Design demux_sel_sequencer_flat, sky130hd; sources not shown.
### Met1 routing

Bar = 10 um. Supply wires on this layer in gray.
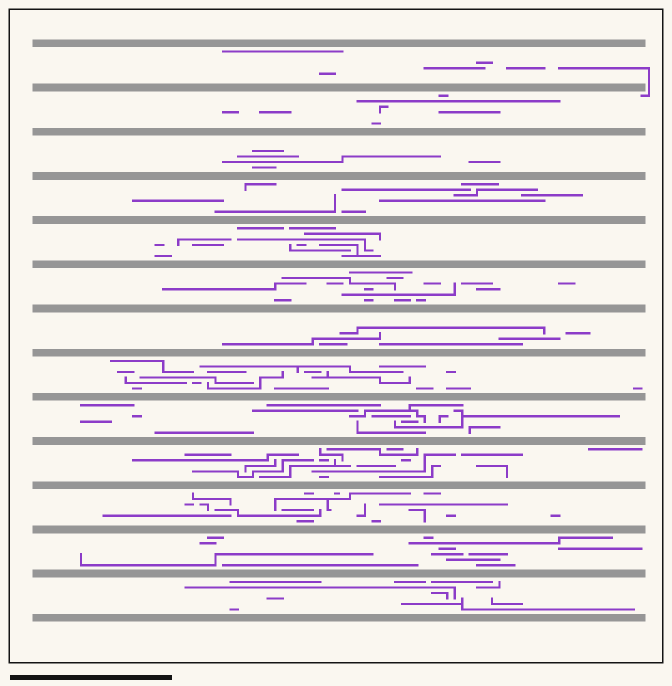
longest straight run	16.6 um
share of all routed wire	48%
Post-Route WL: 1170 um
vias post-DR: 464
GR met1 Demand/Resource: 20.8%

### M2 wires

Cells faint in the background.
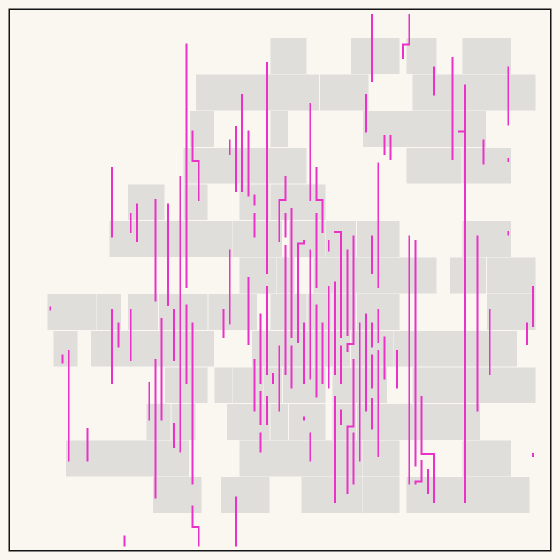
wire length on this layer	545 um
main direction	vertical
met2 Track Usage GR: 28.2%

### Signal wires on met3

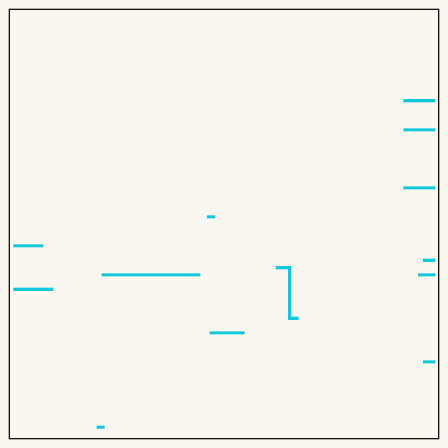
longest straight run	9.00 um
nets with wire on the layer	11
main direction	horizontal
wire length on this layer	36.1 um
GRT met3 Usage: 3.89%

==> reports/writeup.txt <==
During synthesis, Yosys emitted a total of 0 warnings. The floorplan has 13 rows. The count of fill cells added during filler insertion came out at 109. The I/O pin total came out at 17. For the finished layout, the period the worst path requires is 2.23 ns. Max-slew violation count: 0. The post-route clock period utilization came out at 91.6%. Before any placement, the netlist area is recorded as 611 um^2. Setup repair after global routing left no endpoint under its margin.

Per Yosys stat, the portion of area used by sequential elements is 53.3%. The tools report the number of H-tree levels as 1. The count of instantiated cells in the yosys netlist was 52; the number of warnings in the stage logs was 31. With the antenna diode instance count at 0, the power per standard cell area is 775 mW/mm^2. The flow ran to the end, and the final reports show no timing, DRC or antenna violations. The start-to-end type of the worst setup path is flip-flop to output pin.

The power report shows net switching accounting for 35.0% of the total. The script logs the ratio of routed vias to standard cells as 5.66. Transition at the pin with the smallest max-transition slack: 0.588 ns.

The script extracted a net switching power of 0.208 mW. The run gives 40.1 um for the vertical die dimension. The tools report the nature of the critical path startpoint as a flip-flop. TritonRoute reported its final design rule violation total as 0.

The post-route total power came out at 0.593 mW. For the total negative slack for setup checks, the log shows 0 ns. The clock network latency to the later pin of the worst-skew pair was 0.28 ns. Before antenna repair, the detailed router went through 4 iterations. The number of design-rule violations left by the first detailed-router iteration is 5. Per the OpenROAD floorplan log, the width of the die is 40.1 um.
==> metal layers <==
layer / GRT usage [%] / wire length, um / vias up
met3: 3.89 / 36 / 4
met1: 20.8 / 568 / 219
met2: 28.2 / 545 / 14
met5: - / 0 / -
li1: - / - / 227
met4: 15.5 / 25 / 0
==> metrics by stage <==
stage / std cells / setup slack, ns / cell area [um^2]
after floorplan: 52 / 0.710 / 611
after global placement: 78 / 0.485 / 739
after detailed placement: 78 / 0.471 / 739
after CTS: 82 / 0.201 / 766
after global routing: 82 / 0.126 / 766
final: 82 / 0.205 / 766
==> synthesized netlist by cell type, drive strengths merged <==
cell type  count  area, um^2
a21bo          1        10.0
a22o           1        8.76
a311o          1        10.0
and2           1        6.26
and3           1        6.26
and3b          1        8.76
buf            1        7.51
clkbuf         2        8.75
dfrtp         13         325
ha             2        25.0
inv            2        7.51
mux2           2        22.5
mux2i          1        10.0
nand2          1        3.75
nand2b         1        6.26
nand3          1        5.00
nand3b         1        7.51
nand4          1        6.26
nand4b         1        8.76
nor3b          1        7.51
o211ai         2        15.0
o21ai          7        35.0
o21bai         1        7.51
o2bb2ai        1        8.76
o311ai         1        8.76
or2            1        6.26
or3b           1        11.3
or4            1        7.51
xnor2          1        8.76
==> logic make-up (layout without fill, tap and decap cells) <==
logic type | count (synthesis) | count (layout) | synth area share [%]
DFF | 13 | 13 | 53.3
xor gates and xnor gates | 1 | 1 | 1.43
adders and majority gates | 2 | 2 | 4.10
buffers and inverters | 5 | 20 | 3.89
AOI/OAI and AO/OA | 15 | 15 | 17.0
muxes | 3 | 3 | 5.33
and+or+nand+nor | 13 | 13 | 15.0
==> cell type report <==
class | count | area, um^2 | area share, %
Sequential cell | 13 | 325 | 42.5
Clock buffer | 4 | 26.3 | 3.43
Tap cell | 15 | 18.8 | 2.45
Buffer | 3 | 16.3 | 2.12
Inverter | 2 | 7.51 | 0.980
Timing Repair Buffer | 11 | 110 | 14.4
Multi-Input combinational cell | 34 | 262 | 34.2
==> power by group through the flow <==
stage / clock network (mW) / logic (mW) / registers (mW)
floorplan: 0 / 0.0763 / 0.324
global placement: 0 / 0.163 / 0.291
detailed placement: 0 / 0.168 / 0.294
CTS: 0.137 / 0.168 / 0.290
global route: 0.153 / 0.181 / 0.296
finish: 0.134 / 0.168 / 0.292
==> worst reg2reg max path, cell delays in order (launching register included) <==
cell      delay [ns]
dfrtp_1         0.41
inv_1           0.07
ha_1            0.14
or3b_4          0.40
or4_1           0.47
o311ai_1        0.25
==> layout by cell type (no fill, tap or decap), drive strengths merged, types with 2 or more instances in the layout <==
cell type      instances
clkdlybuf4s50         11
o211ai                 2
mux2                   2
dfrtp                 13
clkbuf                 6
o21ai                  7
inv                    2
ha                     2
No activity file was given, so power comes from the tool's default toggle rates.
